**src/rtl/mem_arb_pkg.sv**
```systemverilog
// Shared types for the instruction/data memory port arbiter.
package mem_arb_pkg;

  localparam int MEM_LAT_MAX = 4;

  typedef enum logic [1:0] {
    IDLE,
    ISSUE,
    WAIT
  } state_e;

  typedef enum logic {
    REQ_IF,
    REQ_D
  } req_id_e;

  // Attributes of the request currently being serviced
  typedef struct packed {
    req_id_e id;
    logic    we;
  } req_t;

endpackage

```
**src/rtl/mem_arb_picker.sv**
```systemverilog
// Combinational grant selection between fetch and data requesters.
// ARB_RR_EN selects round-robin on contention; otherwise data wins.
module mem_arb_picker
  import mem_arb_pkg::*;
(
  input  logic    if_valid,
  input  logic    d_valid,
  input  req_id_e last_grant,
  output logic    grant_if,
  output logic    grant_d
);

  always_comb begin
    // NOTE: every output gets a default first so no path through this block infers a latch.
    grant_if = 1'b0;
    grant_d  = 1'b0;
    if (if_valid && d_valid) begin
`ifdef ARB_RR_EN
      if (last_grant == REQ_D) grant_if = 1'b1;
      else                     grant_d  = 1'b1;
`else
      grant_d = 1'b1;
`endif
    end else begin
      grant_if = if_valid;
      grant_d  = d_valid;
    end
  end

`ifndef ARB_RR_EN
  logic unused_last_grant;
  assign unused_last_grant = last_grant;
`endif

endmodule

```
**src/rtl/mem_port_arbiter.sv**
```systemverilog
// Shares one synchronous RAM between instruction fetch and load/store, one access in flight.
// Define ARB_RR_EN for round-robin arbitration on contention (default: data over fetch).
module mem_port_arbiter
  import mem_arb_pkg::*;
#(
  parameter int ADDR_W  = 16,
  parameter int DATA_W  = 32,
  parameter int MEM_LAT = 1
) (
  input  logic              clk,
  input  logic              rst_n,
  input  logic              if_req_valid,
  output logic              if_req_ready,
  input  logic [ADDR_W-1:0] if_addr,
  output logic              if_rsp_valid,
  output logic [DATA_W-1:0] if_rsp_data,
  input  logic              d_req_valid,
  output logic              d_req_ready,
  input  logic              d_we,
  input  logic [ADDR_W-1:0] d_addr,
  input  logic [DATA_W-1:0] d_wdata,
  output logic              d_rsp_valid,
  output logic [DATA_W-1:0] d_rsp_data,
  output logic              mem_en,
  output logic              mem_we,
  output logic [ADDR_W-1:0] mem_addr,
  output logic [DATA_W-1:0] mem_wdata,
  input  logic [DATA_W-1:0] mem_rdata,
  output logic              busy
);

  localparam int CNT_W = $clog2(MEM_LAT + 1);

  if (MEM_LAT < 1 || MEM_LAT > MEM_LAT_MAX) begin : g_bad_lat
    $error("mem_port_arbiter: MEM_LAT out of range");
  end

  state_e           state;
  req_t             req;
  logic [CNT_W-1:0] cnt;
  req_id_e          last_grant;
  logic             grant_if;
  logic             grant_d;
  logic             accept;
  logic             sel_d;

  mem_arb_picker u_picker (
    .if_valid   (if_req_valid),
    .d_valid    (d_req_valid),
    .last_grant (last_grant),
    .grant_if   (grant_if),
    .grant_d    (grant_d)
  );

  // Request inputs only matter in IDLE; the picker never grants an invalid requester
  assign if_req_ready = (state == IDLE) && grant_if;
  assign d_req_ready  = (state == IDLE) && grant_d;
  assign accept       = if_req_ready || d_req_ready;
  assign sel_d        = d_req_ready;
  assign busy         = (state != IDLE);

`ifdef ARB_RR_EN
  always_ff @(posedge clk) begin
    if (!rst_n)      last_grant <= REQ_IF;
    else if (accept) last_grant <= sel_d ? REQ_D : REQ_IF;
  end
`else
  assign last_grant = REQ_IF;
`endif

  // NOTE: sequential state uses non-blocking assignments so every register samples pre-edge values.
  always_ff @(posedge clk) begin
    if (!rst_n) begin
      state        <= IDLE;
      req          <= '0;
      cnt          <= '0;
      mem_en       <= 1'b0;
      mem_we       <= 1'b0;
      mem_addr     <= '0;
      mem_wdata    <= '0;
      if_rsp_valid <= 1'b0;
      if_rsp_data  <= '0;
      d_rsp_valid  <= 1'b0;
      d_rsp_data   <= '0;
    end else begin
      mem_en       <= 1'b0;
      mem_we       <= 1'b0;
      if_rsp_valid <= 1'b0;
      d_rsp_valid  <= 1'b0;
      case (state)
        IDLE: begin
          if (accept) begin
            state    <= ISSUE;
            req.id   <= sel_d ? REQ_D : REQ_IF;
            req.we   <= sel_d && d_we;
            mem_en   <= 1'b1;
            mem_we   <= sel_d && d_we;
            mem_addr <= sel_d ? d_addr : if_addr;
            if (sel_d) mem_wdata <= d_wdata;
          end
        end
        ISSUE: begin
          if (req.we) begin
            // A store completes as soon as the write strobe has been presented
            state       <= IDLE;
            d_rsp_valid <= 1'b1;
            d_rsp_data  <= '0;
          end else begin
            state <= WAIT;
            cnt   <= CNT_W'(MEM_LAT - 1);
          end
        end
        WAIT: begin
          if (cnt == '0) begin
            state <= IDLE;
            if (req.id == REQ_D) begin
              d_rsp_valid <= 1'b1;
              d_rsp_data  <= mem_rdata;
            end else begin
              if_rsp_valid <= 1'b1;
              if_rsp_data  <= mem_rdata;
            end
          end else begin
            cnt <= cnt - 1'b1;
          end
        end
        default: state <= IDLE;
      endcase
    end
  end

endmodule

```
**config.mk**
```make
export PLATFORM = sky130hd
export DESIGN_NAME = mem_port_arbiter
export DESIGN_NICKNAME = d
export VERILOG_FILES = /design/src/rtl/mem_arb_pkg.sv /design/src/rtl/mem_arb_picker.sv /design/src/rtl/mem_port_arbiter.sv
export SDC_FILE = /design/constraint.sdc
export NUM_CORES = 1
export LEC_CHECK = 0
export CORE_ASPECT_RATIO = 1.4
export CORE_MARGIN = 5
export CORE_UTILIZATION = 30
export DETAILED_ROUTE_END_ITERATION = 8
export GPL_TIMING_DRIVEN = 1
export SLEW_MARGIN = 20
export SYNTH_ARGS = -nofsm -noshare
export SYNTH_HDL_FRONTEND = slang
export SYNTH_SLANG_ARGS = --single-unit
```
**constraint.sdc**
```tcl
create_clock -name clk -period 1.7 [get_ports clk]
set_input_delay 0.425 -clock clk [delete_from_list [all_inputs] [get_ports clk]]
set_output_delay 0.425 -clock clk [all_outputs]
set_load 0.05 [all_outputs]
```
Figure 1. Floorplan with the power grid (run 1).
Scale: 2 px per um. Pins as bars on the die edge.
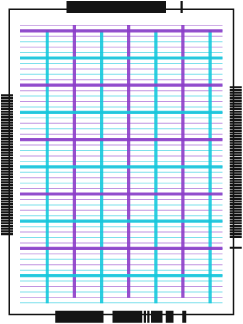
net	color
VSS	cyan
VDD	purple
met4 straps	7
rows	51
die span in y: 152 um
core area: 14000 um2
Worst VDD drop: 0.804 mV
DIE WIDTH: 111 um

Figure 2. Cells colored by class (run 1).
Scale: 3 px per um. Fill, decap, tap and diode cells in gray.
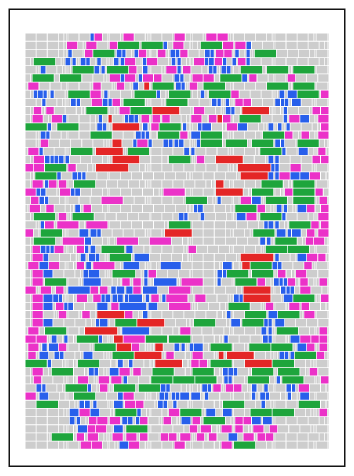
class	color	cells
clock drivers and dummy loads	red	31
registers	green	120
remaining logic cells	blue	315
remaining buffers and delay cells	magenta	242
Cell Rows: 51
Final Instance Area: 7210 um2

==> results.cfg, run 1 <==
; flow metrics
[outcome]
status = complete, but fails checks
failed_checks = setup timing

[clock_network]
cts_buffers = 17
cts_sinks = 120
post_cts_buffers = 5

[logic_synthesis]
ys_seq_share = 0.557
ys_top_cells_by_area = dfxtp_1 (56%), nand2_1 (12%), a21oi_1 (9.9%)
synth_area_per_cell_um2 = 9.15
syn_inst = 471
ys_top_cells_by_count = nand2_1 (136), dfxtp_1 (120), a21oi_1 (85)

[final_timing]
period_used_share = 1.02
finalSetupViolCount = 1
setup-tns-final_ns = -0.0371
fin_ws_ns = -0.0371

[finish]
buffer_area_frac = 0.309
diodes = 1
nClkBuffers = 19
top_regs = d_rsp_data (32), if_rsp_data (32), mem_wdata (32)
final_common_cell = nand2_1
regArea_um2 = 2400

[global_routing]
grt_overflow_total = 0
grt_max_degree = 70
use_met3 = 0.0548

[floorplanning]
num_io_pins = 220

[routing]
wl_met2_um = 7450
top_layer = met4
first_iter_violations = 128
routed_wl_um = 13900

[flow_run]
tool_warnings = 31
max-cap-violations = 0

[worst_setup_path]
endpoint_kind = output port
rr_endpoint = d_rsp_data[13]
critPathKind = reg2out

[worst_hold_path]
hold_depth = 2

[pwr]
p_comb_frac = 0.316
Figure 3. Clock distribution (run 1).
Scale: 4 px per um.
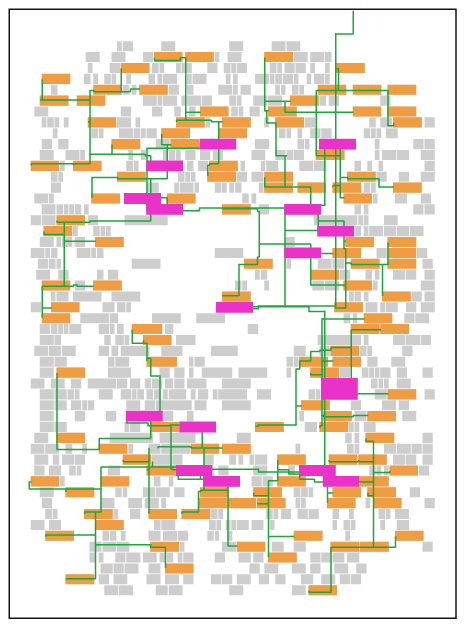
[clock wires] green | length: 1560 um
[clock-net drivers] magenta | count: 17
[flip-flops] orange | count: 120
flops lie	spread over the die
Final Skew: 0.00769 ns
clk latency late pin: 0.40 ns
clock share of power: 0.364

Figure 4. Congestion heat map (run 1).
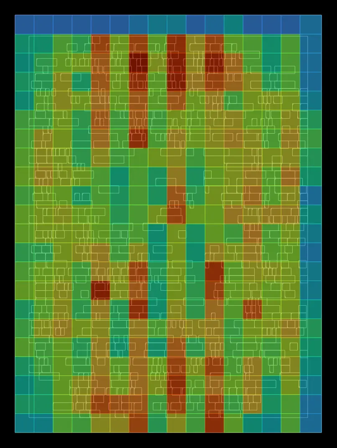
global route hottest layer: met2
Final Util: 0.513
Routed WL per cell: 15.6 um
Overall Global Routing Usage: 0.166
met2 GRT Util: 0.302

[run 1: power groups by stage]
stage                     clock, mW  combinational [mW]  sequential (mW)
after global routing           3.99                3.44             3.32
final                          3.72                3.23             3.29
after detailed placement          0                3.12             3.34
after global placement            0                3.08             3.32
after floorplan                   0                1.03             4.26
after CTS                      3.83                3.23             3.28
[run 1: logic make-up (layout without fill, tap and decap cells)]
logic type               after synthesis  in the layout  share of synthesized area
buffers and inverters                 57            294                     0.0720
AND/OR/NAND/NOR                      151            151                      0.148
flip-flops                           120            120                      0.557
AND-OR/OR-AND                        139            139                      0.212
other                                  0              1                          0
adder cells (fa/ha/maj)                4              4                     0.0116
[run 1: critical path: stages (launching register included)]
cell and delay [ns]:
dfxtp_2 0.35, inv_4 0.05, ha_4 0.17, nand3b_4 0.09, clkinvlp_4 0.10, buf_12 0.15
==> run 2, diff against run 1 <==
--- a/config.mk
+++ b/config.mk
@@ -10,6 +10,7 @@
 export CORE_UTILIZATION = 30
 export DETAILED_ROUTE_END_ITERATION = 8
 export GPL_TIMING_DRIVEN = 1
+export SETUP_SLACK_MARGIN = 0.02
 export SLEW_MARGIN = 20
 export SYNTH_ARGS = -nofsm -noshare
 export SYNTH_HDL_FRONTEND = slang
Figure 5. Clock distribution (run 2).
Scale: 4 px per um.
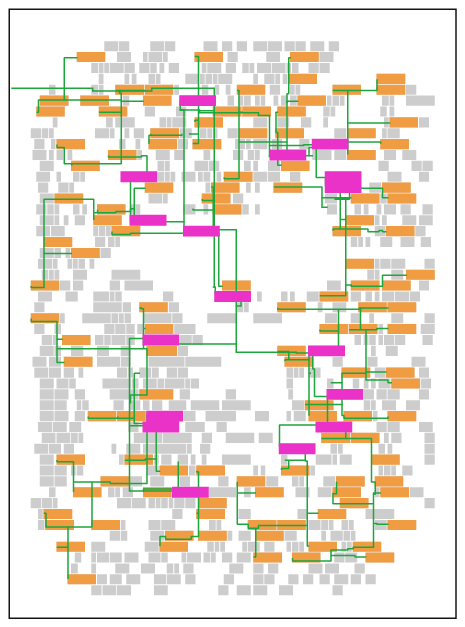
[flip-flops] orange | count: 120
[clock-net drivers] magenta | count: 17
[clock wires] green | length: 1600 um
flops lie	spread over the die
routed clock nets	18
Final Skew: 0.00810 ns
Clk power: 3.38 mW
clock share of power: 0.340
clk latency late pin: 0.41 ns

Figure 6. Cells colored by class (run 2).
Scale: 3 px per um. Fill, decap, tap and diode cells in gray.
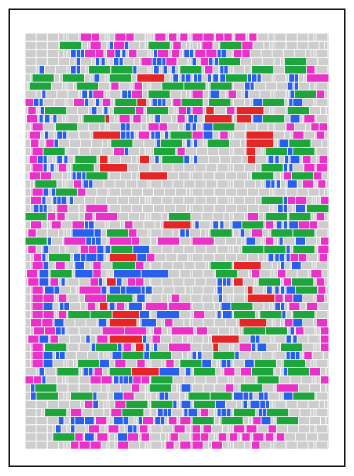
class	color	cells
remaining buffers and delay cells	magenta	250
registers	green	120
remaining logic cells	blue	315
clock drivers and dummy loads	red	32
Final Util: 0.517
Final Instance Area: 7260 um2
Seq area share: 0.331

Figure 7. Congestion heat map (run 2).
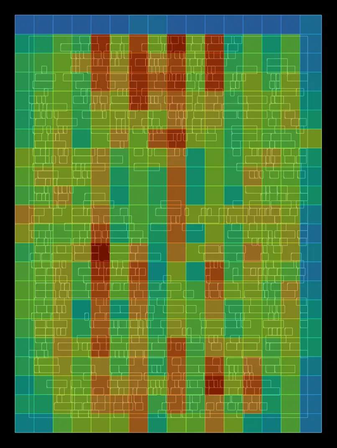
met1 Track Usage GR: 0.163
met3 GRT Util: 0.0544
met2 GRT Util: 0.298

==> results.cfg, run 2 <==
; flow metrics
[outcome]
status = complete, but fails checks
failed_checks = setup timing

[logic_synthesis]
syn_inst = 471
mux_share = 0
ys_seq_share = 0.557
ys_top_cells_by_area = dfxtp_1 (56%), nand2_1 (12%), a21oi_1 (9.9%)
ys_sh_adder = 0.0116
ys_top_cells_by_count = nand2_1 (136), dfxtp_1 (120), a21oi_1 (85)
synth_area_per_cell_um2 = 9.15
synth.logic.top_family = AND-OR/OR-AND gates
synthSimpleGateAreaFrac = 0.148

[pwr]
seq_cell_power_mw = 3.29
p_comb_frac = 0.329
pg_comb_mw = 3.27

[global_routing]
grt_max_degree = 33
grt_usage = 0.160
grt_overflow_total = 0

[finish]
regArea_um2 = 2410
final_common_cell = nand2_1
diodes = 0
top_regs = d_rsp_data (32), if_rsp_data (32), mem_wdata (32)

[routing]
first_iter_violations = 142
routed_wl_um = 13700

[worst_setup_path]
critPathKind = reg2out
crit_family = flip-flops
slowest_stage = dfxtp_4
cp_slowest_stage_delay_ns = 0.37
critPathBufInv = 3
endpoint_kind = output port

[flow_run]
max-cap-violations = 0
tool_warnings = 31

[floorplanning]
dieWidth_um = 111
num_io_pins = 220
core_um2 = 14000

[clock_network]
post_cts_buffers = 8
cts_sinks = 120
cts_buffers = 17

[final_timing]
finalSetupViolCount = 2
setup-tns-final_ns = -0.0618
fin_ws_ns = -0.0472
period_used_share = 1.03
==> run 2: cell counts after synthesis <==
Identical to the previous run, type by type.
==> run 2: worst min-delay path, stage by stage, from the launching register on <==
cell and delay [ns]:
dfxtp_1 0.31, inv_1 0.05, a21oi_1 0.05
==> run 2: final timing paths <==
path | from | end | slack (ns) | depth (start not counted)
setup / recovery | state[0] | if_req_ready | -0.05 | 5
hold / removal | mem_addr[8] | mem_addr[8] | 0.44 | 2
setup reg to reg | state[0] | d_rsp_data[8] | 0.10 | 7
hold reg to reg | mem_addr[8] | mem_addr[8] | 0.44 | 2
==> run 2: metal layers <==
layer | vias up | global-route usage | routed length, um
li1 | 2064 | - | -
met1 | 1926 | 0.163 | 5230
met2 | 136 | 0.298 | 7290
met3 | 18 | 0.0544 | 919
met4 | 0 | 0.0620 | 218
met5 | - | 0 | 0
==> run 3, diff against run 2 <==
==> constraint.sdc (replaced) <==
create_clock -name clk -period 2.18 [get_ports clk]
set_input_delay 0.545 -clock clk [delete_from_list [all_inputs] [get_ports clk]]
set_output_delay 0.545 -clock clk [all_outputs]
set_load 0.05 [all_outputs]
Figure 8. Clock distribution (run 3).
Scale: 4 px per um.
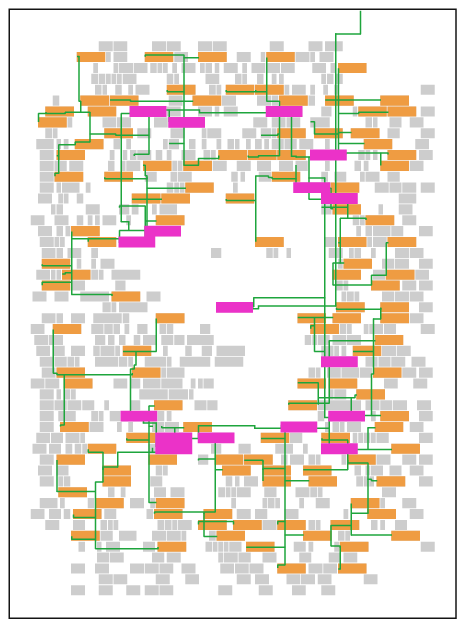
[flip-flops] orange | count: 120
[clock wires] green | length: 1560 um
[clock-net drivers] magenta | count: 17
routed clock nets	18
flops lie	spread over the die
Clk power: 2.63 mW
clk latency late pin: 0.40 ns
Final Skew: 0.00527 ns

Figure 9. Congestion heat map (run 3).
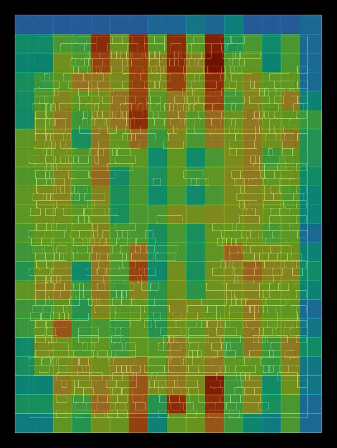
met2 GRT Util: 0.288
Final Util: 0.517
Overall Global Routing Usage: 0.159
Routed WL per cell: 15.3 um
met3 GRT Util: 0.0600

Figure 10. Cells colored by class (run 3).
Scale: 3 px per um. Fill, decap, tap and diode cells in gray.
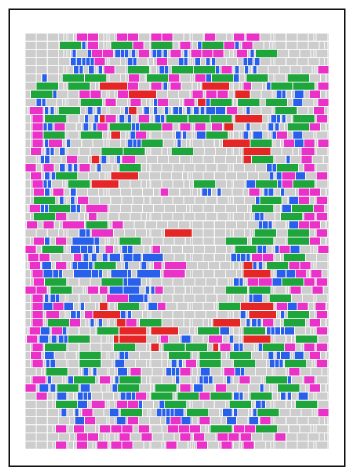
class	color	cells
clock drivers and dummy loads	red	32
remaining buffers and delay cells	magenta	231
registers	green	120
remaining logic cells	blue	315
Seq area share: 0.331
Final Instance Area: 7250 um2

==> results.cfg, run 3 <==
; flow metrics
[outcome]
status = finished clean

[worst_setup_path]
cp_slowest_stage_delay_ns = 0.82
crit_family = buffers and inverters
critPathBufInv = 1
r2r_slack_ns = 0.56
rr_endpoint = mem_addr[8]
arrival_ns = 1.58
cp.depth = 1
slowest_stage = clkdlybuf4s50_1
rr_worst_depth = 5
cp-endpoint = d_rsp_data[0]
timing.rr.start = state[0]
cp-startpoint = d_rsp_data[0]
endpoint_kind = output port
critPathKind = reg2out

[flow_run]
max-cap-violations = 0
tool_warnings = 29

[routing]
wl_met1_um = 5250
wl_met2_um = 7020
dr.pass1.iters = 4
routed_wl_um = 13500
num_vias = 4084
remaining_drc_errors = 0
first_iter_violations = 107
met3_length_um = 993
ant_nets = 0
top_layer = met4

[finish]
final_cell_mix = clkdlybuf4s50_1 (202), nand2_1 (136), dfxtp_1 (120)
final_common_cell = clkdlybuf4s50_1
diodes = 0
top_regs = d_rsp_data (32), if_rsp_data (32), mem_wdata (32)
regArea_um2 = 2400

[floorplanning]
core_um2 = 14000
dieWidth_um = 111
num_io_pins = 220
die_h_um = 152
rows = 51

[global_routing]
grt_pass1_wl_um = 21800
antenna_found_initial = 0
met1_usage = 0.167
globalRoute.busiestLayer = met2
grt_overflow_total = 0
grt_max_degree = 47

[final_timing]
relSlewSlack = 0.624
period_used_share = 0.974
fmax_ghz = 0.471
finalSetupViolCount = 0
setup-tns-final_ns = 0
drv_slew = 0

[clock_network]
ctsRootBufferMaster = clkbuf_16
clk_pin_slew_ns = 0.06
post_cts_buffers = 0
cts_buffers = 17
postCtsHoldBufs = 0
htree_levels = 4
cts_sinks = 120

[logic_synthesis]
ys_top_cells_by_count = nand2_1 (136), dfxtp_1 (120), a21oi_1 (85)
top_cell_area_share = 0.557
syn_inst = 471
synthArstFlopShare = 0
synth_area_per_cell_um2 = 9.15
ys_top_cells_by_area = dfxtp_1 (56%), nand2_1 (12%), a21oi_1 (9.9%)
yosysWarnings = 0
synth-seq-cells = 120
ys_seq_share = 0.557

[pwr]
static-leakage-power_nw = 2.83
p_comb_frac = 0.314
power_frac_clock = 0.348
intPower_mw = 4.88
pwr-share-seq = 0.337
pg_comb_mw = 2.37
seq_cell_power_mw = 2.55

[worst_hold_path]
hold_depth = 2
whs_endpoint = mem_addr[3]
hp-start = mem_addr[3]

[placement]
io_buffers = 219
[run 3: per-stage QoR]
stage / hold WS [ns] / worst slack, ns / area, um2
3_3_place_gp: 0.433 / 0.153 / 6660
3_5_place_dp: 0.436 / 0.110 / 6660
4_1_cts: 0.448 / 0.0277 / 7220
2_1_floorplan: 0.458 / 0.270 / 4310
5_1_grt: 0.464 / 0.0201 / 7250
6_report: 0.443 / 0.0561 / 7250
[run 3: final cells by class]
class | count | share of cell area
clock buffer | 18 | 0.0605
timing repair buffer | 231 | 0.327
clock inverter | 14 | 0.0173
multi-input combinational | 294 | 0.221
tap | 185 | 0.0319
sequential | 120 | 0.331
inverter | 21 | 0.0109
[run 3: logic make-up after synthesis]
family / share of synthesized area
compound gates: 0.212
simple gates: 0.148
fa+ha+maj: 0.0116
buf+inv: 0.0720
flops: 0.557
Power figures rest on the tool's default switching activity, not on a simulated workload.
